[src/rtl/pc_sequencer_pkg.sv]
// Shared definitions for the fetch-address sequencer: next-PC select codes and
// the default address width / increment used by fetch and the control unit.
package pc_sequencer_pkg;

   localparam int          PC_WIDTH_DEFAULT = 16;
   localparam int unsigned PC_STEP_DEFAULT  = 1;

   typedef enum logic [2:0] {
      PCSEL_INC  = 3'd0,
      PCSEL_JMP  = 3'd1,
      PCSEL_BR   = 3'd2,
      PCSEL_CALL = 3'd3,
      PCSEL_RET  = 3'd4,
      PCSEL_HOLD = 3'd5
   } pcsel_t;

endpackage

[src/rtl/pc_return_stack.sv]
// Circular return-address stack with occupancy count; a push when full
// overwrites the oldest entry, a pop when empty leaves the stack untouched.
module pc_return_stack #(
   parameter int WIDTH = 16,
   parameter int DEPTH = 4
) (
   input  logic             clk,
   input  logic             reset,
   input  logic             push,
   input  logic             pop,
   input  logic [WIDTH-1:0] push_data,
   output logic [WIDTH-1:0] top,
   output logic             full,
   output logic             empty,
   output logic             overflow,
   output logic             underflow
);

   localparam int            PW      = $clog2(DEPTH);
   localparam logic [PW-1:0] PTR_ONE = PW'(1);
   localparam logic [PW:0]   CNT_ONE = (PW+1)'(1);
   localparam logic [PW:0]   CNT_MAX = (PW+1)'(DEPTH);

   logic [WIDTH-1:0] mem [DEPTH];
   logic [PW-1:0]    top_ptr;
   logic [PW-1:0]    ptr_up;
   logic [PW-1:0]    ptr_dn;
   logic [PW:0]      count;

   assign ptr_up    = top_ptr + PTR_ONE;
   assign ptr_dn    = top_ptr - PTR_ONE;
   assign full      = (count == CNT_MAX);
   assign empty     = (count == '0);
   assign top       = mem[top_ptr];
   assign overflow  = push & full;
   assign underflow = pop & empty;

   // Entry storage carries no reset; only the pointer and count define validity.
   always_ff @(posedge clk) begin
      if (push) begin
         mem[ptr_up] <= push_data;
      end
   end

   always_ff @(posedge clk) begin
      if (reset) begin
         top_ptr <= '1;
         count   <= '0;
      end else if (push) begin
         top_ptr <= ptr_up;
         if (!full) begin
            count <= count + CNT_ONE;
         end
      end else if (pop && !empty) begin
         top_ptr <= ptr_dn;
         count   <= count - CNT_ONE;
      end
   end

endmodule

[src/rtl/pc_sequencer.sv]
// Fetch-address sequencer: priority next-PC mux, PC register and sticky stack
// error. The return stack is built only when PC_SEQ_RAS_EN is defined.
module pc_sequencer
   import pc_sequencer_pkg::*;
#(
   parameter int               WIDTH        = PC_WIDTH_DEFAULT,
   parameter int unsigned      STEP         = PC_STEP_DEFAULT,
   parameter logic [WIDTH-1:0] RESET_VECTOR = '0,
   parameter int               STACK_DEPTH  = 4
) (
   input  logic             clk,
   input  logic             reset,
   input  logic             stall,
   input  logic             pc_write_enable,
   input  logic [WIDTH-1:0] pc_in,
   input  logic             branch_enable,
   input  logic [WIDTH-1:0] branch_offset,
   input  logic             call_enable,
   input  logic             ret_enable,
   output logic [WIDTH-1:0] pc_out,
   output logic             ras_full,
   output logic             ras_empty,
   output logic             ras_error
);

   localparam logic [WIDTH-1:0] STEP_W = WIDTH'(STEP);

   if (STACK_DEPTH < 2 || (STACK_DEPTH & (STACK_DEPTH - 1)) != 0) begin : g_bad_depth
      $error("STACK_DEPTH must be a power of two and at least 2");
   end

   pcsel_t           sel;
   logic [WIDTH-1:0] pc_p0;
   logic [WIDTH-1:0] pc_next;
   logic [WIDTH-1:0] pc_inc;
   logic [WIDTH-1:0] pc_br;
   logic [WIDTH-1:0] ras_top;
   logic             stk_empty;

   assign pc_inc = pc_p0 + STEP_W;
   // Two's-complement offset: modulo-2^WIDTH addition is identical for signed values.
   assign pc_br  = pc_p0 + branch_offset;
   assign pc_out = pc_p0;

   always_comb begin
      sel = PCSEL_INC;
      if (stall) begin
         sel = PCSEL_HOLD;
`ifdef PC_SEQ_RAS_EN
      end else if (ret_enable) begin
         sel = PCSEL_RET;
      end else if (call_enable) begin
         sel = PCSEL_CALL;
`else
      end else if (call_enable) begin
         sel = PCSEL_JMP;
`endif
      end else if (pc_write_enable) begin
         sel = PCSEL_JMP;
      end else if (branch_enable) begin
         sel = PCSEL_BR;
      end
   end

   always_comb begin
      pc_next = pc_inc;
      case (sel)
         PCSEL_HOLD: pc_next = pc_p0;
         PCSEL_RET:  pc_next = stk_empty ? pc_inc : ras_top;
         PCSEL_CALL: pc_next = pc_in;
         PCSEL_JMP:  pc_next = pc_in;
         PCSEL_BR:   pc_next = pc_br;
         default:    pc_next = pc_inc;
      endcase
   end

   // Stage p0: PC register
   always_ff @(posedge clk) begin
      if (reset) begin
         pc_p0 <= RESET_VECTOR;
      end else begin
         pc_p0 <= pc_next;
      end
   end

`ifdef PC_SEQ_RAS_EN
   logic stk_full;
   logic stk_ovf;
   logic stk_unf;
   logic error_p0;

   pc_return_stack #(
      .WIDTH (WIDTH),
      .DEPTH (STACK_DEPTH)
   ) u_ras (
      .clk       (clk),
      .reset     (reset),
      .push      (sel == PCSEL_CALL),
      .pop       (sel == PCSEL_RET),
      .push_data (pc_inc),
      .top       (ras_top),
      .full      (stk_full),
      .empty     (stk_empty),
      .overflow  (stk_ovf),
      .underflow (stk_unf)
   );

   always_ff @(posedge clk) begin
      if (reset) begin
         error_p0 <= 1'b0;
      end else begin
         error_p0 <= error_p0 | stk_ovf | stk_unf;
      end
   end

   assign ras_full  = stk_full;
   assign ras_empty = stk_empty;
   assign ras_error = error_p0;
`else
   logic unused_ret;

   assign unused_ret = ret_enable;
   assign ras_top    = '0;
   assign stk_empty  = 1'b1;
   assign ras_full   = 1'b0;
   assign ras_empty  = 1'b1;
   assign ras_error  = 1'b0;
`endif

endmodule

[config.mk]
export PLATFORM = sky130hd
export DESIGN_NAME = pc_sequencer
export DESIGN_NICKNAME = d
export VERILOG_FILES = /design/src/rtl/pc_sequencer_pkg.sv /design/src/rtl/pc_return_stack.sv /design/src/rtl/pc_sequencer.sv
export SDC_FILE = /design/constraint.sdc
export NUM_CORES = 1
export LEC_CHECK = 0
export CAP_MARGIN = 20
export CORE_ASPECT_RATIO = 1.1
export CORE_UTILIZATION = 39
export CTS_CLUSTER_DIAMETER = 80
export DETAILED_ROUTE_END_ITERATION = 16
export PLACE_DENSITY_LB_ADDON = 0.3
export SYNTH_ARGS = -nofsm -noshare
export SYNTH_HDL_FRONTEND = slang
export SYNTH_SLANG_ARGS = --single-unit
[constraint.sdc]
create_clock -name clk -period 3.9 [get_ports clk]
set_clock_uncertainty 0.05 [all_clocks]
set_input_delay 0.78 -clock clk [delete_from_list [all_inputs] [get_ports clk]]
set_output_delay 0.78 -clock clk [all_outputs]
set_load 0.005 [all_outputs]
**Cells by drive strength**

Scale: 6 px per µm.
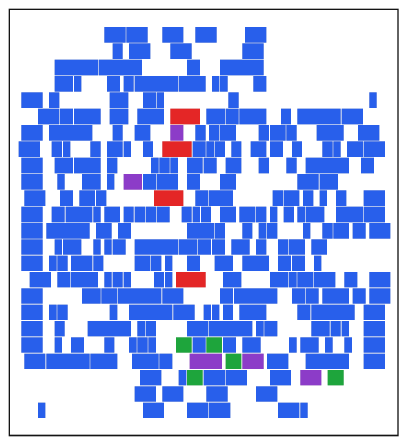
size	colour	cells	share	most used
x2	purple	5	1.8%	or4b_2
x6 and larger	red	4	1.5%	clkbuf_8
x3 and x4	green	5	1.8%	buf_4
x1 and smaller	blue	261	95%	clkdlybuf4s50_1
area overhead of the layout relative to synthesis: 35.9%
number of non-clock buffers: 58

**Pin map**

Scale: 6 px per µm. Pins as bars across the die edge, other pins in grey.
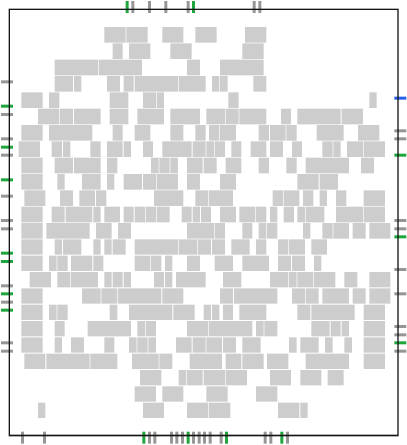
port	colour	pins	direction	edge
ras_full	blue	1	output	right
pc_in	green	16	input	7 left, 4 bottom, 3 right, 2 top
all pins by edge	19 bottom, 18 left, 13 right, 8 top

**Wires at chosen ports, followed through buffers**

Scale: 4 px per µm.
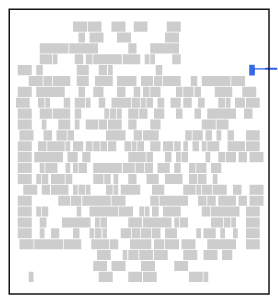
port	colour	direction	edge	end cells	buffers	wire
ras_full	blue	output	right	1	0	4.20 µm

cells in the final DEF (no fill, tap or decap), drive strengths merged, types with 2 or more instances in the layout:
master and instances:
a211oi 2, a21o 4, a21oi 32, a221oi 3, a31oi 4, and2 16
and3 4, buf 5, clkbuf 4, clkdlybuf4s50 53, conb 3, dfxtp 16
ha 15, inv 7, mux2i 4, nand2 20, nand3 5, nor2 16
nor2b 2, nor3 3, o211ai 3, o21a 5, o21ai 10, o21bai 2
o221ai 2, o22ai 3, or2 2, or3 3, or4b 2, xnor2 4
xor2 5
worst paths after layout:
check         startpoint         end  slack, ns  cells past startpoint
min            pc_out[7]   pc_out[7]       0.44                      2
max reg2reg    pc_out[0]  pc_out[14]       1.54                      8
min reg2reg    pc_out[7]   pc_out[7]       0.44                      2
max          call_enable  pc_out[14]       0.49                     11
==> metrics.yaml <==
run_status:
  outcome: "finished, final reports clean"
floorplan:
  core_um2: 4050
  floorplanUtilization_pct: 41.4
  rows: 24
  chipArea_um2: 4570
global_route:
  grt.total_usage_pct: 20.0
  global_route_wire_length_before_repair_mm: 7.29
  grt_max_degree: 35
cells_and_area:
  antenna_cells_inserted: 0
  sh_seq_area_pct: 14.0
  fillerInstances: 412
power:
  pg_clk_uw: 156
  pwr-share-comb_pct: 31.2
  net-switching-power_uw: 141
  swShare_pct: 28.5
  maxPowerGroup: "sequential cells"
  total_power_uw: 494
clock_tree:
  cts_max_path_buffers: 2
final_timing:
  unrepaired_setup_endpoints_after_global_routing: "no"
  timing.final.crit_period_ns: 3.41
synthesis:
  synth.avg_cell_area_um2: 7.23
  yosysUniqueCellTypes: 49
  syn_area_um2: 1680
  ys_top_logic_family: "AND-OR/OR-AND gates"
worst_setup_path:
  worst_path_largest_cell_delay_ns: 0.45
  crit_path_frequent_cell: "sky130_fd_sc_hd__a21oi_1"
  worst-setup-path-type: "in2reg"
placed_design:
  instance_area_at_placement_um2: 2230
drt:
  drt_wl_total_mm: 4.34
  drtPass1Iterations: 4
Power figures rest on the tool's default switching activity, not on a simulated workload.
